--- config.mk ---
export PLATFORM = sky130hd
export DESIGN_NAME = uart_cmd_decoder_flat
export DESIGN_NICKNAME = d
export VERILOG_FILES = /design/src/rtl/uart_cmd_decoder_if.sv /design/src/rtl/uart_cmd_decoder.sv /design/src/flat_wrapper.sv
export SDC_FILE = /design/constraint.sdc
export NUM_CORES = 1
export LEC_CHECK = 0
export ABC_CLOCK_PERIOD_IN_PS = 2100
export CORE_MARGIN = 2
export CORE_UTILIZATION = 41
export CTS_CLUSTER_SIZE = 10
export DETAILED_ROUTE_END_ITERATION = 10
export HOLD_SLACK_MARGIN = 0.03
export PLACE_DENSITY = 0.76
export SLEW_MARGIN = 20
export SYNTH_ARGS = -nofsm -noshare
export SYNTH_HDL_FRONTEND = slang
export SYNTH_SLANG_ARGS = --single-unit
--- constraint.sdc ---
create_clock -name CLK -period 2.1 [get_ports CLK]
set_input_delay 0.315 -clock CLK [delete_from_list [all_inputs] [get_ports CLK]]
set_output_delay 0.315 -clock CLK [all_outputs]
set_load 0.005 [all_outputs]
--- src/rtl/uart_cmd_decoder_if.sv ---
// Receiver-side byte stream and system-side register-file/ALU strobes of the command decoder.
// The decoder drives the system side through the master modport; its environment uses slave.
interface uart_cmd_decoder_if #(
    parameter int unsigned ADDR_W = 4
);
    logic [7:0]        rx_p_data;
    logic              rx_d_valid;
    logic              parity_error;
    logic              stop_error;
    logic              rf_wr_en;
    logic              rf_rd_en;
    logic [ADDR_W-1:0] rf_addr;
    logic [7:0]        rf_wr_data;
    logic              alu_en;
    logic [3:0]        alu_fun;
    logic              clk_gate_en;
    logic              cmd_error;

    modport master (
        input  rx_p_data, rx_d_valid, parity_error, stop_error,
        output rf_wr_en, rf_rd_en, rf_addr, rf_wr_data, alu_en, alu_fun, clk_gate_en, cmd_error
    );

    modport slave (
        output rx_p_data, rx_d_valid, parity_error, stop_error,
        input  rf_wr_en, rf_rd_en, rf_addr, rf_wr_data, alu_en, alu_fun, clk_gate_en, cmd_error
    );
endinterface

--- src/rtl/uart_cmd_decoder.sv ---
// Parses UART command frames (WR, RD, ALU_OP, ALU_NOP) into registered single-cycle
// register-file and ALU strobes; any receiver error byte aborts the frame.
module uart_cmd_decoder #(
    parameter int unsigned ADDR_W      = 4,
    parameter logic [7:0]  CMD_WR      = 8'hAA,
    parameter logic [7:0]  CMD_RD      = 8'hBB,
    parameter logic [7:0]  CMD_ALU_OP  = 8'hCC,
    parameter logic [7:0]  CMD_ALU_NOP = 8'hDD
) (
    input logic                CLK,
    input logic                RST,
    uart_cmd_decoder_if.master bus
);
    localparam int unsigned FUN_W = 4;

    typedef enum logic [2:0] {
        IDLE, WR_ADDR, WR_DATA, RD_ADDR, ALU_A, ALU_B, ALU_FUN
    } state_e;

    state_e            state_q, state_d;
    logic [ADDR_W-1:0] addr_q, addr_d;
    logic [ADDR_W-1:0] rf_addr_q, rf_addr_d;
    logic [7:0]        rf_wr_data_q, rf_wr_data_d;
    logic [FUN_W-1:0]  alu_fun_q, alu_fun_d;
    logic              rf_wr_en_q, rf_wr_en_d;
    logic              rf_rd_en_q, rf_rd_en_d;
    logic              alu_en_q, alu_en_d;
    logic              clk_gate_en_q, clk_gate_en_d;
    logic              cmd_error_q, cmd_error_d;
    logic              byte_err;

    always_ff @(posedge CLK or negedge RST) begin
        if (!RST) begin
            state_q       <= IDLE;
            addr_q        <= '0;
            rf_addr_q     <= '0;
            rf_wr_data_q  <= '0;
            alu_fun_q     <= '0;
            rf_wr_en_q    <= 1'b0;
            rf_rd_en_q    <= 1'b0;
            alu_en_q      <= 1'b0;
            clk_gate_en_q <= 1'b0;
            cmd_error_q   <= 1'b0;
        end else begin
            state_q       <= state_d;
            addr_q        <= addr_d;
            rf_addr_q     <= rf_addr_d;
            rf_wr_data_q  <= rf_wr_data_d;
            alu_fun_q     <= alu_fun_d;
            rf_wr_en_q    <= rf_wr_en_d;
            rf_rd_en_q    <= rf_rd_en_d;
            alu_en_q      <= alu_en_d;
            clk_gate_en_q <= clk_gate_en_d;
            cmd_error_q   <= cmd_error_d;
        end
    end

    // Error bytes take priority in every state; opcodes only decode in IDLE.
    always_comb begin
        state_d      = state_q;
        addr_d       = addr_q;
        rf_addr_d    = rf_addr_q;
        rf_wr_data_d = rf_wr_data_q;
        alu_fun_d    = alu_fun_q;
        rf_wr_en_d   = 1'b0;
        rf_rd_en_d   = 1'b0;
        alu_en_d     = 1'b0;
        cmd_error_d  = 1'b0;
        byte_err     = bus.parity_error | bus.stop_error;

        if (bus.rx_d_valid) begin
            if (byte_err) begin
                cmd_error_d = 1'b1;
                state_d     = IDLE;
            end else begin
                case (state_q)
                    IDLE: begin
                        case (bus.rx_p_data)
                            CMD_WR:      state_d = WR_ADDR;
                            CMD_RD:      state_d = RD_ADDR;
                            CMD_ALU_OP:  state_d = ALU_A;
                            CMD_ALU_NOP: state_d = ALU_FUN;
                            default:     cmd_error_d = 1'b1;
                        endcase
                    end
                    WR_ADDR: begin
                        addr_d  = bus.rx_p_data[ADDR_W-1:0];
                        state_d = WR_DATA;
                    end
                    WR_DATA: begin
                        rf_addr_d    = addr_q;
                        rf_wr_data_d = bus.rx_p_data;
                        rf_wr_en_d   = 1'b1;
                        state_d      = IDLE;
                    end
                    RD_ADDR: begin
                        rf_addr_d  = bus.rx_p_data[ADDR_W-1:0];
                        rf_rd_en_d = 1'b1;
                        state_d    = IDLE;
                    end
                    ALU_A: begin
                        rf_addr_d    = '0;
                        rf_wr_data_d = bus.rx_p_data;
                        rf_wr_en_d   = 1'b1;
                        state_d      = ALU_B;
                    end
                    ALU_B: begin
                        rf_addr_d    = ADDR_W'(1);
                        rf_wr_data_d = bus.rx_p_data;
                        rf_wr_en_d   = 1'b1;
                        state_d      = ALU_FUN;
                    end
                    ALU_FUN: begin
                        alu_fun_d = bus.rx_p_data[FUN_W-1:0];
                        alu_en_d  = 1'b1;
                        state_d   = IDLE;
                    end
                    default: state_d = IDLE;
                endcase
            end
        end

        // Gate stays open for the whole ALU frame, including the alu_en cycle itself.
        clk_gate_en_d = alu_en_d | (state_d == ALU_A) | (state_d == ALU_B) | (state_d == ALU_FUN);
    end

    assign bus.rf_wr_en    = rf_wr_en_q;
    assign bus.rf_rd_en    = rf_rd_en_q;
    assign bus.rf_addr     = rf_addr_q;
    assign bus.rf_wr_data  = rf_wr_data_q;
    assign bus.alu_en      = alu_en_q;
    assign bus.alu_fun     = alu_fun_q;
    assign bus.clk_gate_en = clk_gate_en_q;
    assign bus.cmd_error   = cmd_error_q;
endmodule

--- src/flat_wrapper.sv ---
// flat-port wrapper written by rule: the top's interface ports become plain ports
module uart_cmd_decoder_flat 
#(
    parameter int unsigned ADDR_W      = 4,
    parameter logic [7:0]  CMD_WR      = 8'hAA,
    parameter logic [7:0]  CMD_RD      = 8'hBB,
    parameter logic [7:0]  CMD_ALU_OP  = 8'hCC,
    parameter logic [7:0]  CMD_ALU_NOP = 8'hDD
)
  (CLK, RST, bus_rx_p_data, bus_rx_d_valid, bus_parity_error, bus_stop_error, bus_rf_wr_en, bus_rf_rd_en, bus_rf_addr, bus_rf_wr_data, bus_alu_en, bus_alu_fun, bus_clk_gate_en, bus_cmd_error);
  uart_cmd_decoder_if #(.ADDR_W(ADDR_W)) bus_i ();
  input logic CLK;
  input logic RST;
  input wire logic [$bits(bus_i.rx_p_data)-1:0] bus_rx_p_data;
  input wire logic [$bits(bus_i.rx_d_valid)-1:0] bus_rx_d_valid;
  input wire logic [$bits(bus_i.parity_error)-1:0] bus_parity_error;
  input wire logic [$bits(bus_i.stop_error)-1:0] bus_stop_error;
  output wire logic [$bits(bus_i.rf_wr_en)-1:0] bus_rf_wr_en;
  output wire logic [$bits(bus_i.rf_rd_en)-1:0] bus_rf_rd_en;
  output wire logic [$bits(bus_i.rf_addr)-1:0] bus_rf_addr;
  output wire logic [$bits(bus_i.rf_wr_data)-1:0] bus_rf_wr_data;
  output wire logic [$bits(bus_i.alu_en)-1:0] bus_alu_en;
  output wire logic [$bits(bus_i.alu_fun)-1:0] bus_alu_fun;
  output wire logic [$bits(bus_i.clk_gate_en)-1:0] bus_clk_gate_en;
  output wire logic [$bits(bus_i.cmd_error)-1:0] bus_cmd_error;
  assign bus_i.rx_p_data = bus_rx_p_data;
  assign bus_i.rx_d_valid = bus_rx_d_valid;
  assign bus_i.parity_error = bus_parity_error;
  assign bus_i.stop_error = bus_stop_error;
  assign bus_rf_wr_en = bus_i.rf_wr_en;
  assign bus_rf_rd_en = bus_i.rf_rd_en;
  assign bus_rf_addr = bus_i.rf_addr;
  assign bus_rf_wr_data = bus_i.rf_wr_data;
  assign bus_alu_en = bus_i.alu_en;
  assign bus_alu_fun = bus_i.alu_fun;
  assign bus_clk_gate_en = bus_i.clk_gate_en;
  assign bus_cmd_error = bus_i.cmd_error;
  uart_cmd_decoder #(.ADDR_W(ADDR_W), .CMD_WR(CMD_WR), .CMD_RD(CMD_RD), .CMD_ALU_OP(CMD_ALU_OP), .CMD_ALU_NOP(CMD_ALU_NOP)) u_core (.CLK(CLK), .RST(RST), .bus(bus_i));
endmodule
### Placement density heat map, run 1

Drawn at 6 px/um. 6 x 6 tiles, from white (low) to dark blue (high), 0 to 100% covered.
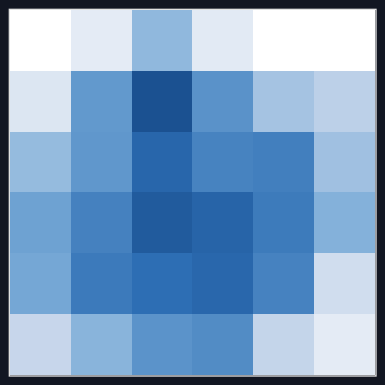
emptiest ninth of the die = top right
densest ninth of the die = middle
nearly empty tiles = 8.3%
tiles over 75% full = 17%
mean over tiles = 47%

### Met3 routing, run 1

Drawn at 8 px/um.
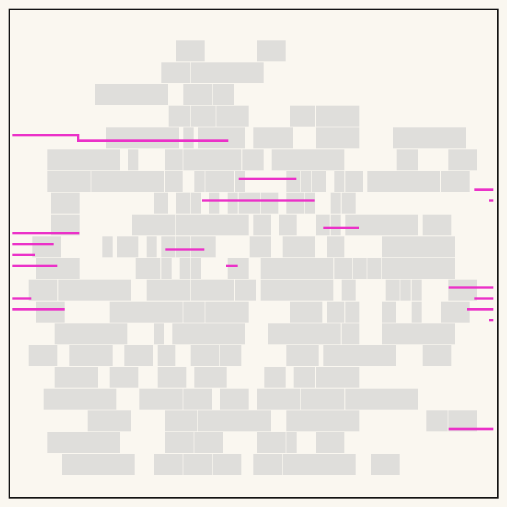
main direction = horizontal
share of all routed wire = 3.8%
longest straight run = 18.6 um
nets with wire on the layer = 17
wire length on this layer = 105 um

### M1 wires, run 1

Drawn at 4 px/um. Supply wires on this layer in gray.
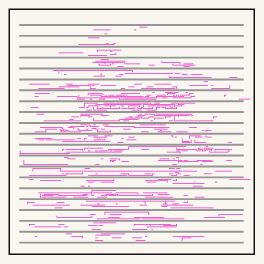
share of all routed wire = 44%
longest straight run = 34.0 um

## run 1: worst max path at each step
| stage | end | cells after the start | slack, ns |
|---|---|---|---|
| after floorplan | u_core.bus.rf_wr_data[1] | 6 | 0.58 |
| after global placement | u_core.bus.rf_wr_data[5] | 4 | 0.03 |
| after detailed placement | u_core.bus.rf_wr_data[6] | 4 | 0.006 |
| after CTS | u_core.bus.rf_wr_data[4] | 4 | 0.37 |
| after global routing | u_core.bus.rf_wr_data[2] | 3 | 0.27 |
| final | u_core.bus.rf_wr_data[5] | 4 | 0.37 |
## run 1: synth_stat cells (2+ instances only)
cell type,instances
a2111oi_2,2
a21o_1,2
a21oi_1,5
and2_1,2
and3_1,3
clkbuf_1,2
dfrtp_1,28
inv_1,4
mux2_1,2
mux2_4,11
nand2_1,14
nand2b_1,3
nand4bb_1,2
nor2_1,4
o21ai_0,6
## run 1: through the flow
step	cell area [um^2]	cells	total power (W)	setup slack, ns
floorplan	1330	110	0.000600	0.580
CTS	1800	195	0.000938	0.370
global placement	1760	191	0.000676	0.0291
detailed placement	1760	191	0.000678	0.00623
finish	1800	195	0.000927	0.367
global route	1800	195	0.000972	0.272
## run 1: flip-flops by register name, summed over array words and instances, names as in the netlist
| name | flops |
|---|---|
| u_core.bus.rf_wr_data | 8 |
| u_core.addr_q | 4 |
| u_core.bus.alu_fun | 4 |
| u_core.bus.rf_addr | 4 |
| u_core.state_q | 3 |
| u_core.bus.alu_en | 1 |
| u_core.bus.clk_gate_en | 1 |
| u_core.bus.cmd_error | 1 |
| u_core.bus.rf_rd_en | 1 |
| u_core.bus.rf_wr_en | 1 |
==> GITHUB_STEP_SUMMARY, run 1 <==
## Synthesis and layout report

| Metric | Value |
|---|---|
| CP Cell Sequence | clkdlybuf4s50_1 -> or3b_4 -> a21o_1 -> mux2_4 |
| Seq area share | 0.390 |
| WL per Instance | 14.4 um |
| Synthesized instance count | 110 |
| R2r worst-path depth | 3 |
| Post-Synth Adder-Cell Area | 0 |
| Worst skew pair latency | 0.32 ns |
| Unrepaired setup endpoints after global routing | no |
| GRT Residual Overflow | 0 |
| Clock network fraction of total power | 0.279 |
| Yosys stat chip area | 0.00133 mm^2 |
| Async S/R FF share, synth | 1.00 |
| DR vias | 985 |
| Final setup skew | 0.000760 ns |
| Measured slew at the worst slew-check pin | 0.491 ns |
| Synth Warn # | 0 |
| Pwr Density | 516 mW/mm^2 |
| Status | finished, final reports clean |
| CLK BUF | 4 |
| Final Max Slew Viols | 0 |
| Register-to-register setup slack | 0.39 ns |
| Number of cells in Yosys stat | 110 |
| Final-layout fill cell count | 277 |
| Registers, synthesis | 28 |
| Met3 routed WL | 105 um |
| Yosys simple share | 0.153 |
| Post-layout min period | 1.73 ns |
| Non-clock inverter total of the final layout | 4 |
| Sw Share | 0.220 |
| Layout cells sized above 1 | 0.212 |
| Mapped Avg Cell Area | 12.1 um^2 |
| Root Driver | clkbuf_4 |
| Synth area leaders | dfrtp_1, mux2_4, nand2_1 |
| Crit path arrival time | 1.96 ns |
| Die height | 60.9 um |
| Reg area | 701 um^2 |
| Main synth FF type | dfrtp_1 |
| Critical R2R Capture | u_core.bus.rf_wr_data[5] |
| Seq pwr share | 0.603 |
| Tcrit/Tclk final | 0.825 |
| Cell Type Count | 35 |
| M2 GR Usage | 0.300 |
| Crit Path Class | input pin to register |
| Final TNS setup | 0 ns |
| Final hold violations | 0 |
| Logic area | 587 um^2 |
| 1st-iter DRT viols | 16 |
| Crit path largest cell delay | 0.47 ns |
| Setup bufs post-CTS | 0 |
| Maximum fanout along the worst path | 10 |
| Post-synth top area share | 0.528 |
| First-pass DRT Iterations | 4 |
| Switching power of the nets | 0.000204 W |
| Combinational Power | 0.000109 W |
| Top Usage Layer GRT | met2 |
| Post-Syn Area | 0.00133 mm^2 |
| WP buf/inv | 1 |
| Die ar. | 0.00371 mm^2 |
| Tool Warnings | 26 |
| Crit end category | register |
| Largest class | registers |
| M1 wire length | 1240 um |
| Setup Viol. Count Final | 0 |
| Seq cells | 28 |
| Max-cap viol count | 0 |
| Post-CTS Resized | 0 |
| Combinational share of power | 0.118 |
## Run 2: what changed since run 1
ABC_CLOCK_PERIOD_IN_PS = 1400   (was 2100)
PLACE_DENSITY = 0.79   (was 0.76)
clock period = 1.4 ns   (was 2.1 ns; I/O delays follow)
### The clock network, run 2

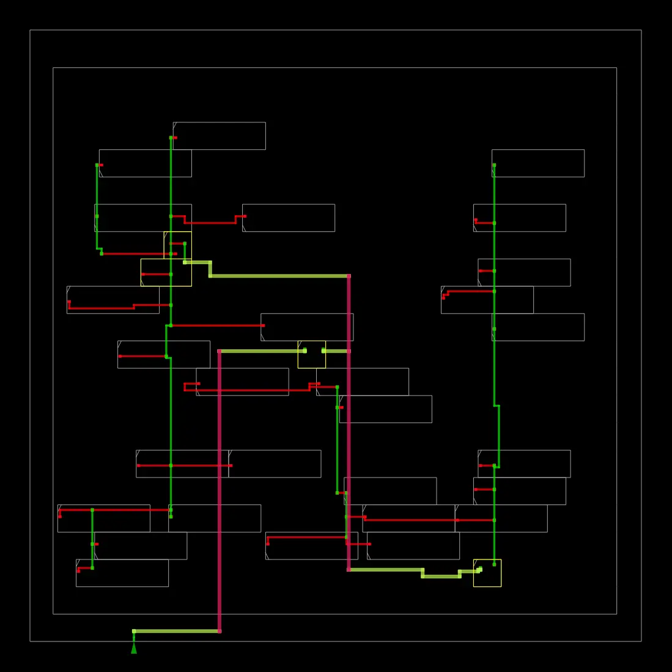
final setup skew: 0.00644 ns
CLK BUF: 4
TritonCTS Sinks: 28

### Clock distribution, run 2

Drawn at 6 px/um.
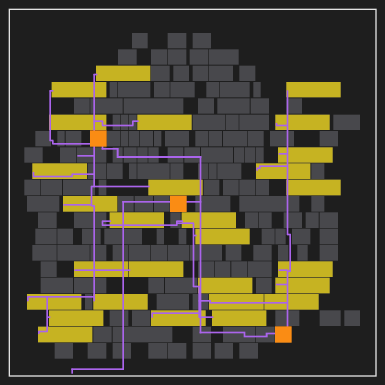
purple -> clock wires  # length 350 um
orange -> clock drivers  # count 3
yellow -> flip-flops  # count 28
routed clock nets = 4
clock network fraction of total power: 0.288
clock distribution power: 0.000414 W
worst skew pair latency: 0.35 ns

==> GITHUB_STEP_SUMMARY, run 2 <==
## Synthesis and layout report

| Metric | Value |
|---|---|
| N_diodes | 0 (unchanged) |
| VDD IR max | 0.640 mV (was 0.282 mV) |
| Post-layout min period | 1.47 ns |
| Logic area | 711 um^2 (was 587 um^2) |
| Layout cells sized above 1 | 0.439 (was 0.212) |
| Maximum fanout along the worst path | 8 (was 10) |
| Yosys simple share | 0.153 (unchanged) |
| XOR/XNOR Fraction of Synth Area | 0.00660 (unchanged) |
| Max frequency | 680 MHz |
| Non-CTS buffers | 69 (was 41) |
| Max-cap viol count | 0 (unchanged) |
| Crit path largest cell delay | 0.45 ns (was 0.47 ns) |
| Failing checks | setup timing |
| Worst hold margin | 0.209 ns (was 0.357 ns) |
| Post-CTS Resized | 38 (was 0) |
| GRT Residual Overflow | 0 (unchanged) |
| Max stage delay cell, worst path | dfrtp_1 (was or3b_4) |
| Max reg flops | 8 (unchanged) |
| Clock network area share | 0.0173 (was 0.0202) |
| Leak | 1.11 nW (was 0.822 nW) |
| CTS Buffer Depth | 2 (unchanged) |
| CP Cell Sequence | buf_6 -> buf_4 -> o31ai_1 -> nand2_1 -> and2_1 -> o21bai_1 (was clkdlybuf4s50_1 -> or3b_4 -> a21o_1 -> mux2_4) |
| TritonCTS clock tree | yes (unchanged) |
| Post-synth EDFFs | 0 (unchanged) |
| Final nets | 194 (was 165) |
| Most frequent cells in the layout | buf_4, dlygate4sd2_1, dfrtp_1 (was clkdlybuf4s50_1, dfrtp_1, nand2_1) |
| Mux area share | 0.150 (unchanged) |
| Main logic family | simple AND/OR/NAND/NOR gates (unchanged) |
| Hold Buf Count CTS | 0 (unchanged) |
| Most numerous logic cell after layout | buf_4 (was clkdlybuf4s50_1) |
| Logic share of the area | 0.338 (was 0.327) |
| Routed wire length | 3820 um (was 2810 um) |
| Status | complete, but fails checks (was finished, final reports clean) |
| Synth top cell by count | dfrtp_1 (unchanged) |
| Post-DRT Antenna Nets | 0 (unchanged) |
| Die height | 60.9 um (unchanged) |
| Post-synth top area share | 0.528 (unchanged) |
| Measured slew at the worst slew-check pin | 0.371 ns (was 0.491 ns) |
| Main synth FF type | dfrtp_1 (unchanged) |
| Crit path arrival time | 1.77 ns (was 1.96 ns) |
| H-tree depth reported by CTS | 1 (unchanged) |
| Setup Viol. Count Final | 13 (was 0) |
| WL per Instance | 17.0 um (was 14.4 um) |
| Seq share, synth | 0.528 (unchanged) |
| CP delay by family, top | flip-flops (was simple AND/OR/NAND/NOR gates) |
| Synth Warn # | 0 (unchanged) |
| Non-clock buffer share of cell area | 0.278 (was 0.224) |
| PortBufs | 33 (unchanged) |
| Reg area | 702 um^2 (was 701 um^2) |
| Initial antenna violation count | 0 (unchanged) |
| Registers, synthesis | 28 (unchanged) |
| Top cells by count | dfrtp_1, nand2_1, mux2_4 (unchanged) |
| Die width | 60.9 um (unchanged) |
| Tcrit/Tclk final | 1.05 |
| Yosys stat chip area | 0.00133 mm^2 (unchanged) |
| Number of cells in Yosys stat | 110 (unchanged) |
| Die ar. | 0.00371 mm^2 (unchanged) |
| Compound Share, Synth | 0.133 (unchanged) |
| Io pins | 34 (unchanged) |
| WP buf/inv | 2 (was 1) |
| Root Driver | clkbuf_4 (unchanged) |
| Net count after synthesis | 123 (unchanged) |
| Cell Type Count | 35 (unchanged) |
| First-pass GRT wire length | 5560 um (was 4750 um) |
| Non-clock inverter total of the final layout | 4 (unchanged) |
| Logic Gate Count | 75 (was 74) |
| Site Rows | 20 (unchanged) |
| Final-layout fill cell count | 236 (was 277) |
| Unrepaired setup endpoints after global routing | yes (was no) |
| Synth area leader | dfrtp_1 (unchanged) |
| Core area | 0.00305 mm^2 (unchanged) |
| RD Place Congestion | 0.721 (was 0.772) |
| Tap cell count | 44 (unchanged) |
| Tot GR Track Use | 0.212 (was 0.179) |
| Startpoint types | register (was input pin) |
| Worst Hold Class | input pin to asynchronous set/reset pin (unchanged) |
| Crit Path Class | register to register (was input pin to register) |
| Final hold violations | 0 (unchanged) |
| Number of global-route vias before repair | 1,177 (was 1,013) |
| Crit end category | register (unchanged) |
| Reg clk slew, reported paths | 0.15 ns (was 0.14 ns) |
| Num CTS Buffers | 3 (unchanged) |
| Final worst slack | -0.0710 ns (was 0.367 ns) |
| Largest net degree at the start of global routing | 29 (unchanged) |
| DR vias | 1,151 (was 985) |
| Seq area share | 0.334 (was 0.390) |
| First-pass DRT Iterations | 4 (unchanged) |
| Detailed Place HPWL | 2450 um (was 2100 um) |
| Fp_density | 0.434 (unchanged) |
| DRC | 0 (unchanged) |
| Post-Synth Adder-Cell Area | 0 (unchanged) |
| Setup bufs post-CTS | 11 (was 0) |
| Synth area leaders | dfrtp_1, mux2_4, nand2_1 (unchanged) |
| Crit path DRT | 1.70 ns (was 2.33 ns) |
| Pwr Density | 685 mW/mm^2 (was 516 mW/mm^2) |
| Max_slew headroom | 0.750 (was 0.664) |
| Seq cells | 28 (unchanged) |
| Async S/R FF share, synth | 1.00 (unchanged) |
| Synthesized instance count | 110 (unchanged) |
| Setup Slack @ Placement | -0.556 ns (was 0.00623 ns) |
| Tool Warnings | 28 (was 26) |
| Post-Syn Area | 0.00133 mm^2 (unchanged) |
| Final Max Slew Viols | 0 (unchanged) |
| Largest class | logic gates (was registers) |
| Mapped Avg Cell Area | 12.1 um^2 (unchanged) |
| Layout area overhead | 58.6% (was 35.5%) |
| Post-DR vias/cell | 5.14 (was 5.05) |
| 1st-iter DRT viols | 34 (was 16) |
run 2: per-layer routing:
metal  share of wire  global-route usage  vias up  wire length (um)
li1                -                   -      533                 -
met2            0.55               0.375       37              2090
met1            0.39               0.256      570              1500
met3           0.034              0.0384       11               129
met5               0                   0        -                 0
met4           0.026              0.0839        0               101
run 2: metrics by stage:
stage	cells	util	TNS, ns	total power [W]	area [um^2]
floorplan	110	-	0	0.000900	1350
global placement	204	0.607	-11.35	0.00102	1850
detailed placement	204	0.607	-12.14	0.00103	1850
CTS	219	0.658	-0.0143	0.00143	2010
global route	224	0.689	-1.19	0.00149	2100
finish	224	0.689	-0.356	0.00144	2100
run 2: logic make-up after synthesis:
logic type	Yosys count
flops	28
buf+inv	8
mux	14
compound gates	23
xor+xnor	1
simple gates	36
run 2: power breakdown:
| part | switching, W | leakage (nW) | total (W) | internal (W) |
|---|---|---|---|---|
| Sequential | 0.0000114 | 0.383 | 0.000839 | 0.000828 |
| Clock | 0.000254 | 0.0210 | 0.000414 | 0.000160 |
| Combinational | 0.0000830 | 0.703 | 0.000187 | 0.000104 |
| Total | 0.000348 | 1.11 | 0.00144 | 0.00109 |
run 2: worst paths after layout:
path                                             from                        to  slack (ns)  depth (start not counted)
worst min register to register  u_core.bus.rf_addr[0]     u_core.bus.rf_addr[0]        0.50                          1
worst max-delay path                u_core.state_q[1]    u_core.bus.clk_gate_en       -0.07                          6
min in group CLK                     bus_parity_error      u_core.bus.cmd_error        0.32                          3
worst max register to register      u_core.state_q[1]    u_core.bus.clk_gate_en       -0.07                          6
max in group asynchronous                         RST         u_core.state_q[2]        0.92                          2
worst min-delay path                              RST  u_core.bus.rf_wr_data[0]        0.21                          2
## Run 3: what changed since run 2
SKIP_CTS_REPAIR_TIMING = 1   (was default)
### Clock distribution, run 3

Drawn at 6 px/um.
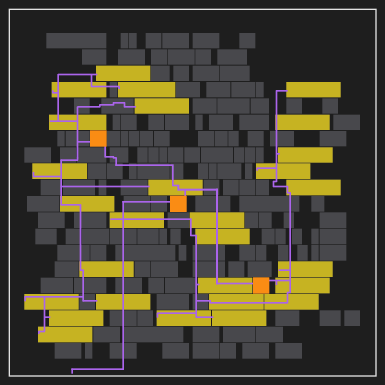
orange -> clock drivers  # count 3
purple -> clock wires  # length 329 um
yellow -> flip-flops  # count 28
flops lie = widely spread
routed clock nets = 4
final setup skew: 0.00542 ns
worst skew pair latency: 0.34 ns
clock network fraction of total power: 0.279
clock distribution power: 0.000401 W

### The clock network, run 3

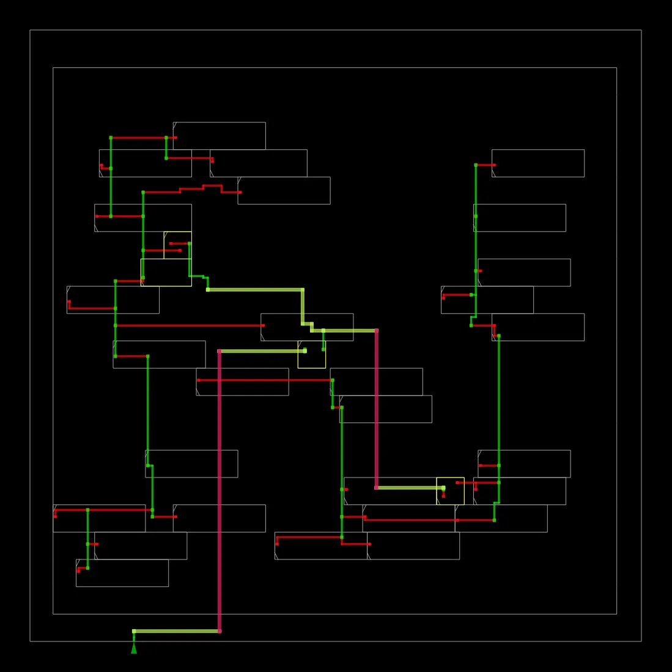
Seq cells: 28
Num CTS Buffers: 3

==> GITHUB_STEP_SUMMARY, run 3 <==
## Synthesis and layout report

| Metric | Value |
|---|---|
| Combinational share of power | 0.139 (was 0.130) |
| Most frequent cells in the layout | buf_4, dlymetal6s2s_1, dfrtp_1 (was buf_4, dlygate4sd2_1, dfrtp_1) |
| N_diodes | 0 (unchanged) |
| Synth area leaders | dfrtp_1, mux2_4, nand2_1 (unchanged) |
| Worst hold margin | 0.224 ns (was 0.209 ns) |
| 1st-iter DRT viols | 37 (was 34) |
| CP Cell Sequence | buf_6 -> a22o_1 -> a2111oi_4 -> a21o_1 (was buf_6 -> buf_4 -> o31ai_1 -> nand2_1 -> and2_1 -> o21bai_1) |
| Clock network area share | 0.0164 (was 0.0173) |
| Crit path DRT | 1.69 ns (was 1.70 ns) |
| Setup Viol. Count Final | 10 (was 13) |
| RD Place Congestion | 0.721 (unchanged) |
| Non-clock buffer share of cell area | 0.313 (was 0.278) |
| Post-route cell area | 0.00221 mm^2 (was 0.00210 mm^2) |
| Tool Warnings | 27 (was 28) |
| Number of global-route vias before repair | 1,078 (was 1,177) |
| Largest class | logic gates (unchanged) |
| Post-synth EDFFs | 0 (unchanged) |
| Reg clk slew, reported paths | 0.15 ns (about the same) |
| Cell Type Count | 35 (unchanged) |
| Mapped Avg Cell Area | 12.1 um^2 (unchanged) |
| Site Rows | 20 (unchanged) |
| Die ar. | 0.00371 mm^2 (unchanged) |
| Seq share, synth | 0.528 (unchanged) |
| Startpoint types | register (unchanged) |
| Tot GR Track Use | 0.188 (was 0.212) |
| Yosys stat chip area | 0.00133 mm^2 (unchanged) |
| Post-layout min period | 1.47 ns (about the same) |
| Io pins | 34 (unchanged) |
| Non-clock inverter total of the final layout | 4 (unchanged) |
| Critical R2R Capture | u_core.bus.rf_addr[0] (was u_core.bus.clk_gate_en) |
| Most numerous logic cell after layout | buf_4 (unchanged) |
| Post-DR vias/cell | 5.03 (was 5.14) |
| Post-synth top area share | 0.528 (unchanged) |
| Core area | 0.00305 mm^2 (unchanged) |
| Final Max Slew Viols | 0 (unchanged) |
| Die height | 60.9 um (unchanged) |
| Tcrit/Tclk final | 1.05 (about the same) |
| Reg area | 703 um^2 (was 702 um^2) |
| Registers, synthesis | 28 (unchanged) |
| Pwr Density | 653 mW/mm^2 (was 685 mW/mm^2) |
| Placed instance area | 0.00185 mm^2 (unchanged) |
| Crit path to | u_core.bus.rf_addr[0] (was u_core.bus.clk_gate_en) |
| Crit end category | register (unchanged) |
| Largest net degree at the start of global routing | 29 (unchanged) |
| First-pass DRT Iterations | 4 (unchanged) |
| Worst Hold Class | input pin to asynchronous set/reset pin (unchanged) |
| Final hold violations | 0 (unchanged) |
| Non-CTS buffers | 69 (unchanged) |
| Max reg flops | 8 (unchanged) |
| Top cells by count | dfrtp_1, nand2_1, mux2_4 (unchanged) |
| Logic area | 707 um^2 (was 711 um^2) |
| Stages on worst setup path | 4 (was 6) |
| DR vias | 1,122 (was 1,151) |
| PortBufs | 33 (unchanged) |
| Seq area share | 0.319 (was 0.334) |
| Cells after DPL | 204 (unchanged) |
| TritonCTS clock tree | yes (unchanged) |
| Main synth FF type | dfrtp_1 (unchanged) |
| Logic share of the area | 0.320 (was 0.338) |
| GRT Residual Overflow | 0 (unchanged) |
| Final-layout fill cell count | 224 (was 236) |
| R2r worst-path depth | 4 (was 6) |
| Max stage delay cell, worst path | dfrtp_2 (was dfrtp_1) |
| Maximum fanout along the worst path | 7 (was 8) |
| Final nets | 193 (was 194) |
| Initial antenna violation count | 0 (unchanged) |
| VDD IR max | 0.692 mV (was 0.640 mV) |
| CLK BUF | 4 (unchanged) |
| Die width | 60.9 um (unchanged) |
| First-pass GRT wire length | 5020 um (was 5560 um) |
| Leak | 1.41 nW (was 1.11 nW) |
| Switching power of the nets | 0.000337 W (was 0.000348 W) |
| Status | complete, but fails checks (unchanged) |
| Final worst slack | -0.0702 ns (was -0.0710 ns) |
| Async S/R FF share, synth | 1.00 (unchanged) |
| Tap cell count | 44 (unchanged) |
| WP buf/inv | 1 (was 2) |
| Post-Syn Area | 0.00133 mm^2 (unchanged) |
| Layout cells sized above 1 | 0.413 (was 0.439) |
| Number of cells in Yosys stat | 110 (unchanged) |
| Post-DRT Antenna Nets | 0 (unchanged) |
| DRC | 0 (unchanged) |
| Detailed Place HPWL | 2450 um (unchanged) |
| CP delay by family, top | AND-OR/OR-AND gates (was flip-flops) |
| CTS Buffer Depth | 2 (unchanged) |
| Synth area leader | dfrtp_1 (unchanged) |
| Synthesized instance count | 110 (unchanged) |
| Synth top cell by count | dfrtp_1 (unchanged) |
| Int Pwr | 0.00110 W (was 0.00109 W) |
| Layout area overhead | 66.4% (was 58.6%) |
| Measured slew at the worst slew-check pin | 0.376 ns (was 0.371 ns) |
| Crit Path Class | register to register (unchanged) |
| Net count after synthesis | 123 (unchanged) |
| Max_slew headroom | 0.748 (was 0.750) |
| Max frequency | 680 MHz (about the same) |
| CP startpoint | u_core.state_q[2] (was u_core.state_q[1]) |
| Reg2Reg Launch Point | u_core.state_q[2] (was u_core.state_q[1]) |
| Failing checks | setup timing (unchanged) |
| Max-cap viol count | 0 (unchanged) |
| Crit path largest cell delay | 0.54 ns (was 0.45 ns) |
| Seq pwr share | 0.583 (was 0.582) |
| TritonCTS Sinks | 28 (unchanged) |
| Routed wire length | 3860 um (was 3820 um) |
| Root Driver | clkbuf_4 (unchanged) |
| Register-to-register setup slack | -0.07 ns (about the same) |
| Fp_density | 0.434 (unchanged) |
| Sw Share | 0.234 (was 0.242) |
==> run 3: netlist changes by cell type in the layout (fill, tap and decap cells not counted), moves of 2 or more <==
cell,delta
o21ai_0,+2
nand2_1,+4
buf_6,+2
dlygate4sd2_1,-27
dlymetal6s2s_1,+27
buf_4,-3
nand2_2,-4
==> run 3: cell families (layout without fill, tap and decap cells) <==
kind of cell / count (synthesis) / in the layout / synth area share
AND/OR/NAND/NOR: 36 / 36 / 0.153
flip-flops: 28 / 28 / 0.528
AND-OR/OR-AND: 23 / 23 / 0.133
multiplexers: 14 / 14 / 0.150
buffers and inverters: 8 / 77 / 0.0292
XOR/XNOR: 1 / 1 / 0.00660
==> run 3: power by group through the flow <==
| stage | logic (W) | clock network [W] | registers, W |
|---|---|---|---|
| after floorplan | 0.0000466 | 0 | 0.000854 |
| after global placement | 0.000171 | 0 | 0.000853 |
| after detailed placement | 0.000175 | 0 | 0.000854 |
| after CTS | 0.000176 | 0.000410 | 0.000840 |
| after global routing | 0.000213 | 0.000440 | 0.000841 |
| final | 0.000200 | 0.000401 | 0.000839 |
==> run 3: through the flow <==
stage | total power, W | worst slack [ns] | TNS (ns)
6_report | 0.00144 | -0.0702 | -0.361
5_1_grt | 0.00149 | -0.120 | -1.23
4_1_cts | 0.00143 | -0.182 | -4.00
3_5_place_dp | 0.00103 | -0.556 | -12.14
3_3_place_gp | 0.00102 | -0.555 | -11.35
2_1_floorplan | 0.000900 | 0.0101 | 0
==> run 3: routing by layer <==
| metal | track usage | vias up | wire length, um |
|---|---|---|---|
| met5 | 0 | - | 0 |
| met1 | 0.234 | 555 | 1500 |
| met4 | 0.0652 | 0 | 86 |
| met3 | 0.0320 | 8 | 127 |
| li1 | - | 528 | - |
| met2 | 0.329 | 31 | 2150 |
Power is estimated from default activity; no workload was simulated.
